File: src/rtl/mem_lsu.sv
// Load/store unit: turns byte-addressed CPU loads/stores into word accesses
// on a ready/valid block-RAM port. Loads are lane-extracted and sign- or
// zero-extended; byte/half stores are done as read-modify-write.
// Byte order is little-endian.
module mem_lsu #(
  parameter int ADDR_WIDTH = 10,
  parameter int DATA_WIDTH = 32
) (
  input  logic                  i_clk,
  input  logic                  i_rst,
  // CPU request
  input  logic                  i_req_valid,
  output logic                  o_req_ready,
  input  logic [31:0]           i_req_addr,
  input  logic                  i_req_we,
  input  logic [1:0]            i_req_size,
  input  logic                  i_req_unsigned,
  input  logic [DATA_WIDTH-1:0] i_req_wdata,
  // CPU response
  output logic                  o_resp_valid,
  input  logic                  i_resp_ready,
  output logic [DATA_WIDTH-1:0] o_resp_rdata,
  output logic                  o_resp_err,
  // RAM side
  output logic [ADDR_WIDTH-1:0] o_mem_addr,
  output logic [DATA_WIDTH-1:0] o_mem_data,
  output logic                  o_mem_wr_valid,
  input  logic                  i_mem_wr_ready,
  input  logic [DATA_WIDTH-1:0] i_mem_data,
  input  logic                  i_mem_rd_valid,
  output logic                  o_mem_rd_ready
);

  localparam logic [1:0] SZ_BYTE = 2'b00;
  localparam logic [1:0] SZ_HALF = 2'b01;
  localparam logic [1:0] SZ_WORD = 2'b10;

  typedef enum logic [2:0] {
    IDLE    = 3'd0,
    RD_REQ  = 3'd1,
    RD_WAIT = 3'd2,
    WR      = 3'd3,
    RESP    = 3'd4
  } state_t;

  state_t                  state_q, state_d;
  logic [ADDR_WIDTH-1:0]   addr_q, addr_d;     // word address, held for the whole access
  logic [1:0]              lane_q, lane_d;     // byte offset inside the word
  logic                    we_q, we_d;
  logic [1:0]              size_q, size_d;
  logic                    uns_q, uns_d;
  logic [DATA_WIDTH-1:0]   wdata_q, wdata_d;   // store data, replaced by the merged word for RMW
  logic [DATA_WIDTH-1:0]   rdata_q, rdata_d;
  logic                    err_q, err_d;

  logic                    req_err;
  logic [DATA_WIDTH-1:0]   load_val;
  logic [DATA_WIDTH-1:0]   merged;
  logic [7:0]              rd_byte;
  logic [15:0]             rd_half;

  // Address bits above the RAM window are deliberately ignored.
  logic unused_addr_bits;
  assign unused_addr_bits = ^i_req_addr[31:ADDR_WIDTH+2];

  // Alignment / size legality of the incoming request.
  always_comb begin
    req_err = 1'b0;
    case (i_req_size)
      SZ_BYTE: req_err = 1'b0;
      SZ_HALF: req_err = i_req_addr[0];
      SZ_WORD: req_err = |i_req_addr[1:0];
      default: req_err = 1'b1;
    endcase
  end

  // Lane extraction, extension and sub-word merge on the returned RAM word.
  always_comb begin
    rd_byte  = i_mem_data[{lane_q, 3'b000} +: 8];
    rd_half  = i_mem_data[{lane_q[1], 4'b0000} +: 16];
    load_val = i_mem_data;
    merged   = i_mem_data;
    case (size_q)
      SZ_BYTE: begin
        load_val = uns_q ? {24'd0, rd_byte} : {{24{rd_byte[7]}}, rd_byte};
        merged[{lane_q, 3'b000} +: 8] = wdata_q[7:0];
      end
      SZ_HALF: begin
        load_val = uns_q ? {16'd0, rd_half} : {{16{rd_half[15]}}, rd_half};
        merged[{lane_q[1], 4'b0000} +: 16] = wdata_q[15:0];
      end
      default: begin
        load_val = i_mem_data;
        merged   = i_mem_data;
      end
    endcase
  end

  // Next-state and handshake outputs; one request in flight at a time.
  always_comb begin
    // NOTE: every signal gets a default here so no path through the case can infer a latch.
    state_d        = state_q;
    addr_d         = addr_q;
    lane_d         = lane_q;
    we_d           = we_q;
    size_d         = size_q;
    uns_d          = uns_q;
    wdata_d        = wdata_q;
    rdata_d        = rdata_q;
    err_d          = err_q;
    o_req_ready    = 1'b0;
    o_mem_rd_ready = 1'b0;
    o_mem_wr_valid = 1'b0;
    o_resp_valid   = 1'b0;

    case (state_q)
      IDLE: begin
        o_req_ready = 1'b1;
        if (i_req_valid) begin
          addr_d  = i_req_addr[ADDR_WIDTH+1:2];
          lane_d  = i_req_addr[1:0];
          we_d    = i_req_we;
          size_d  = i_req_size;
          uns_d   = i_req_unsigned;
          wdata_d = i_req_wdata;
          rdata_d = '0;
          err_d   = req_err;
          if (req_err)                    state_d = RESP;
          else if (!i_req_we)             state_d = RD_REQ;
          else if (i_req_size == SZ_WORD) state_d = WR;
          else                            state_d = RD_REQ;
        end
      end
      RD_REQ: begin
        o_mem_rd_ready = 1'b1;
        state_d        = RD_WAIT;
      end
      RD_WAIT: begin
        if (i_mem_rd_valid) begin
          if (we_q) begin
            wdata_d = merged;
            state_d = WR;
          end else begin
            rdata_d = load_val;
            state_d = RESP;
          end
        end
      end
      WR: begin
        o_mem_wr_valid = 1'b1;
        if (i_mem_wr_ready) state_d = RESP;
      end
      RESP: begin
        o_resp_valid = 1'b1;
        if (i_resp_ready) state_d = IDLE;
      end
      default: state_d = IDLE;
    endcase
  end

  // State and latched request registers; reset aborts any access in flight.
  always_ff @(posedge i_clk or negedge i_rst) begin
    if (!i_rst) begin
      state_q <= IDLE;
      addr_q  <= '0;
      lane_q  <= '0;
      we_q    <= 1'b0;
      size_q  <= '0;
      uns_q   <= 1'b0;
      wdata_q <= '0;
      rdata_q <= '0;
      err_q   <= 1'b0;
    end else begin
      // NOTE: non-blocking assignments so every flop samples pre-edge values.
      state_q <= state_d;
      addr_q  <= addr_d;
      lane_q  <= lane_d;
      we_q    <= we_d;
      size_q  <= size_d;
      uns_q   <= uns_d;
      wdata_q <= wdata_d;
      rdata_q <= rdata_d;
      err_q   <= err_d;
    end
  end

  assign o_mem_addr   = addr_q;
  assign o_mem_data   = wdata_q;
  assign o_resp_rdata = rdata_q;
  assign o_resp_err   = err_q;

endmodule

File: config.mk
export PLATFORM = sky130hd
export DESIGN_NAME = mem_lsu
export DESIGN_NICKNAME = d
export VERILOG_FILES = /design/src/rtl/mem_lsu.sv
export SDC_FILE = /design/constraint.sdc
export NUM_CORES = 1
export LEC_CHECK = 0
export ABC_AREA = 1
export CAP_MARGIN = 10
export CORE_MARGIN = 1
export CORE_UTILIZATION = 30
export DETAILED_ROUTE_END_ITERATION = 7
export PLACE_DENSITY_LB_ADDON = 0.12
export SKIP_LAST_GASP = 1
export SYNTH_ARGS = -nofsm -noshare
export SYNTH_HDL_FRONTEND = slang
export SYNTH_SLANG_ARGS = --single-unit
File: constraint.sdc
create_clock -name i_clk -period 2.2 [get_ports i_clk]
set_clock_uncertainty 0.05 [all_clocks]
set_input_delay 0.44 -clock i_clk [delete_from_list [all_inputs] [get_ports i_clk]]
set_output_delay 0.44 -clock i_clk [all_outputs]
set_load 0.02 [all_outputs]
Figure 1. Sequential cells grouped by signal name (run 1).
Other sequential cells in the stronger grey, the rest of the logic in the fainter grey.
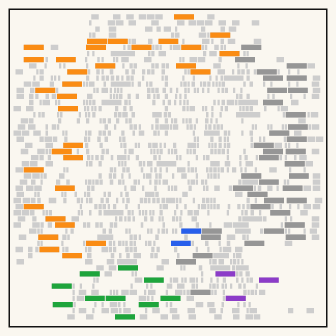
- blue: lane_q (flops 2)
- orange: o_mem_data (flops 32)
- purple: state_q (flops 3)
- green: o_mem_addr (flops 10)

Figure 2. Ports around the boundary (run 1).
Pins as bars across the die edge, other pins in grey.
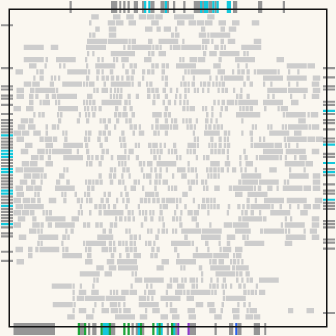
- green: o_mem_addr (pins 10; direction output; edge south)
- cyan: i_mem_data (pins 32; direction input; edge 10 west, 10 north, 7 south, 5 east)
- purple: i_req_size (pins 2; direction input; edge south)
- blue: i_resp_ready (pins 1; direction input; edge south)
- all pins by edge: 64 south, 48 west, 39 north, 34 east
vertical die size: 140.4 µm
die width: 140.4 µm
IO buf count: 164

Figure 3. Wiring by layer (run 1).
Two of the layers only.
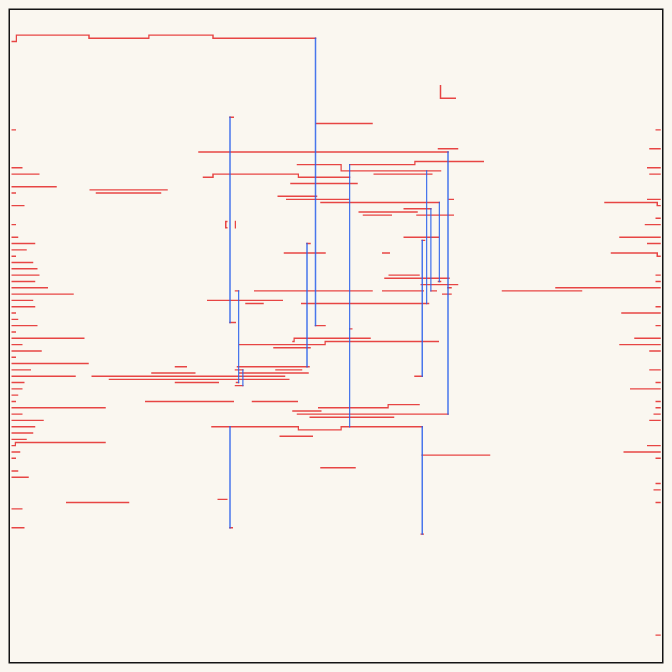
- blue: M4 (wire length 406 µm)
- red: M3 (wire length 1,300 µm)

[run 1: flip-flops by register name, summed over array words and instances, names as in the netlist]
name	cells
o_mem_data	32
o_resp_rdata	32
o_mem_addr	10
state_q	3
lane_q	2
size_q	2
o_resp_err	1
uns_q	1
we_q	1
[run 1: through the flow]
stage / cell area (µm²) / hold WS, ns
6_report: 8069 / 0.4221
5_1_grt: 8069 / 0.4573
4_1_cts: 8069 / 0.4253
3_5_place_dp: 7746 / 0.3785
3_3_place_gp: 7746 / 0.3725
2_1_floorplan: 5746 / 0.09441
[run 1: cells in the final DEF (no fill, tap or decap), drive strengths merged]
| cell | n |
|---|---|
| dlygate4sd3 | 1 |
| nor3 | 4 |
| clkinvlp | 1 |
| nor2 | 27 |
| a22oi | 2 |
| dfrtp | 84 |
| clkdlybuf4s50 | 159 |
| clkinv | 1 |
| dlygate4sd2 | 4 |
| nand3 | 121 |
| o21a | 1 |
| or2 | 31 |
| buf | 31 |
| o21ai | 70 |
| bufinv | 2 |
| nand2 | 371 |
| nand4 | 1 |
| inv | 70 |
| ha | 5 |
| a21oi | 67 |
| clkbuf | 11 |
[run 1: worst paths after layout]
| kind | endpoint | slack [ns] | cells after the start |
|---|---|---|---|
| min in group asynchronous | state_q[1] | 0.54 | 2 |
| worst min-delay path | o_mem_addr[3] | 0.42 | 2 |
| worst max register to register | o_mem_data[31] | 0.20 | 9 |
| worst min register to register | o_mem_addr[3] | 0.42 | 2 |
| max in group asynchronous | o_mem_data[23] | 1.02 | 3 |
| worst max-delay path | o_mem_data[1] | 0.10 | 1 |
[run 1: per-layer routing]
metal / track usage / part of all wire
met2: 0.3389 / 0.43
met3: 0.03863 / 0.059
met5: 0 / 0
met1: 0.3338 / 0.50
met4: 0.07345 / 0.019
==> notes.md, run 1 <==
The run finished with clean final reports. For the post-synth area from yosys stat, the log shows 5746 µm². Per the timing report, the achievable frequency comes out to 0.4766 GHz. In this run the core area contains 50 standard-cell rows. Setup repair after global routing left no endpoint under its margin. 185 I/O pins were placed. In the final layout, excluding clock buffers the buffer count is 195.

The final design was reported to hold multi-input combinational gates totalling 700. With the area share of and-or/or-and cells after synthesis at 0.1233, the routed length per instance is 16.82 µm. Grouping stages by cell kind, the critical path spends the most delay in buffers and inverters. The first global-routing pass estimated 34.30 mm of wire. The register share of the cell area is 0.2605. The class occupying the most area after layout is reported as logic gates. With the post-placement worst setup slack at 0.1734 ns, the clock-pin slew on the worst setup and hold paths is 0.07 ns.

The completed layout was analyzed and its total power is 0.01209 W. The logic area was 3153 µm²; the storage element area was 2102 µm². The run gives 0.629 as the combinational fraction of design power. The run gives 3 for the CTS H-tree depth.
Figure 4. M3 wires (run 1).
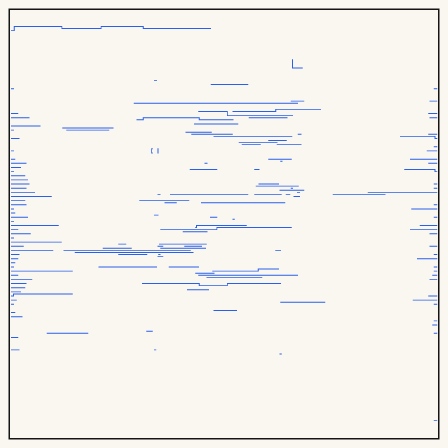

==> inputs of run 2 (changes only) <==
CTS_BUF_LIST = sky130_fd_sc_hd__clkbuf_2   (was not set)
Figure 5. M3 wires (run 2).
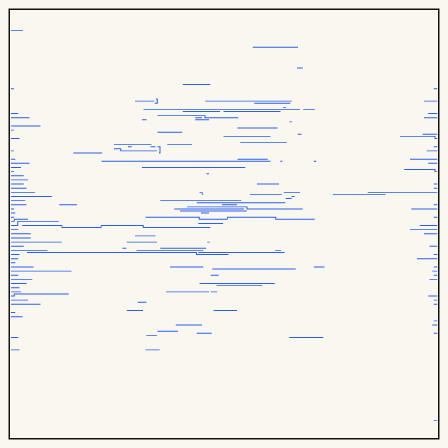
- share of all routed wire: 6.3%
- wire length on this layer: 1,390 µm
- longest straight run: 55.4 µm
- main direction: horizontal
- nets with wire on the layer: 129

Figure 6. Sequential cells grouped by signal name (run 2).
Other sequential cells in the stronger grey, the rest of the logic in the fainter grey.
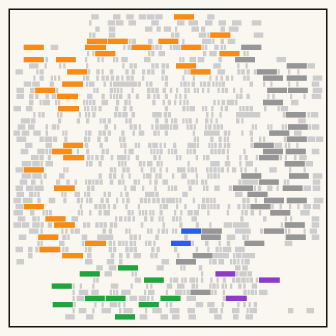
- purple: state_q (flops 3)
- green: o_mem_addr (flops 10)
- blue: lane_q (flops 2)
- orange: o_mem_data (flops 32)
power in sequential cells: 0.00273 W
final design utilization: 0.4285
share of the final layout cell area in sequential cells: 0.2633
sequential cell area: 2117 µm²

==> run 2 against run 1 <==
Effect of this change:
- register-to-register slack worse by 0.03 ns
- sequential share of layout area rose by 0.28 points
- global-route usage rose by 0.081 points
- sequential power down 4%
- routed wire length is 0.73% higher
- setup slack got worse by 0.062 ns
==> notes.md, run 2 <==
Looking at the worst setup and hold paths, the clock pins of their registers show a slew of 0.26 ns. The capture point of the worst register-to-register path is recorded as o_mem_data[31]. The library cells used most frequently in the layout, excluding fill and tap cells, are nand2_1, nand3_1, clkdlybuf4s50_1. The post-placement worst setup slack is 0.1734 ns, and the global-route wire length before repair is 34.33 mm. By instance count after routing, the leading logic cell type is nand2_1. Counting pins that exceed their max-slew limit in the final report gives 0. The met1 global-route usage came out at 0.3370. For the routing usage on met2, the log shows 0.3413. 700 cells are multi-input combinational gates. The register bit count reported by yosys works out to 84. Per the OpenROAD floorplan log, the height of the die is 140.4 µm.

After detailed routing, the average wire length per cell comes to 16.82 µm. The CTS H-tree depth is 3, and the logic share of the area is 0.3933. According to the I/O placement log, the pin count is 185. The fraction of final layout cells sized beyond drive strength 1 works out to 0.1138. Setup repair after global routing could not meet its margin everywhere. The end-of-flow timing check tallies setup violations at 0. Derived from the worst setup path, the maximum achievable clock frequency is 0.4629 GHz. Area share of and-or/or-and cells after synthesis: 0.1233. The fraction of met3 tracks used by global routing came out at 0.03487. According to the floorplan log, the row count is 50. The endpoint kind of the worst setup timing path was an output pin. The required time of the worst setup path is 1.71 ns.

The combinational fraction of design power is 0.673. Total of buffers placed on input and output ports: 164. The simple-gate share of the synthesized area is 0.4146. The most utilized layer in the global route result is met2. The width of the die is 140.4 µm. In the post-synthesis netlist, the cell with the most instances is nand2_1. The logs give 3163 µm² for the logic area and 9 for the number of buffers created by CTS. The run finished with clean final reports.

The flop-to-flop setup slack was 0.17 ns. The layout has 11 clock buffers. By area, the class that comes first in the final layout consists of logic gates.

The post-synth area from yosys stat is 5746 µm². The worst register-to-register path has a depth of 9. The worst setup path is launched from a flip-flop. The count of plain and timing-repair buffers was 203.
run 2: cell types whose count changed in the layout (fill, tap and decap cells not counted), sizes merged:
| cell | delta |
|---|---|
| buf | +10 |
| clkdlybuf4s15 | +2 |
| clkdlybuf4s50 | -48 |
| diode | +2 |
| dlygate4sd2 | +12 |
| dlymetal6s2s | +32 |
run 2: timing repair:
item / 4_1_cts / 5_1_grt
cloned: 0 / 0
resized: 42 / 40
setup endpoints to repair: 23 / 43
setup buffers: 7 / 1
hold buffers: 1 / 0
hold endpoints to repair: 28 / 0
pin swaps: 0 / 0
run 2: worst max-delay path, stage by stage, from the launching register on:
cell and delay, ns:
dfrtp_2 0.49, nor2_2 0.14, nand2_2 0.10, inv_1 0.08, clkdlybuf4s15_2 0.26
run 2: per-stage QoR:
stage	cell area [µm²]	utilization	power (W)	hold slack [ns]
after global routing	8041	0.4285	0.01238	0.2058
after detailed placement	7746	0.4127	0.01043	0.3785
after global placement	7746	0.4127	0.01037	0.3725
after floorplan	5746	-	0.007332	0.09441
final	8041	0.4285	0.01139	0.2197
after CTS	7953	0.4237	0.01145	0.1828
run 2: metal layers:
layer	share of wire	vias to the layer above	wire length (µm)
met3	0.063	26	1394
met5	0	-	0
met2	0.43	231	9504
met4	0.017	0	374
li1	-	3219	-
met1	0.49	3032	10730
run 2: worst max path at each step:
stage | to | slack, ns | cells past startpoint
5_1_grt | o_req_ready | -0.10 | 4
3_5_place_dp | o_mem_data[23] | 0.17 | 10
4_1_cts | o_mem_wr_valid | -0.07 | 3
2_1_floorplan | o_mem_data[1] | 0.12 | 12
6_report | o_req_ready | 0.04 | 4
3_3_place_gp | o_mem_data[1] | 0.16 | 9
No activity file was given, so power comes from the tool's default toggle rates.
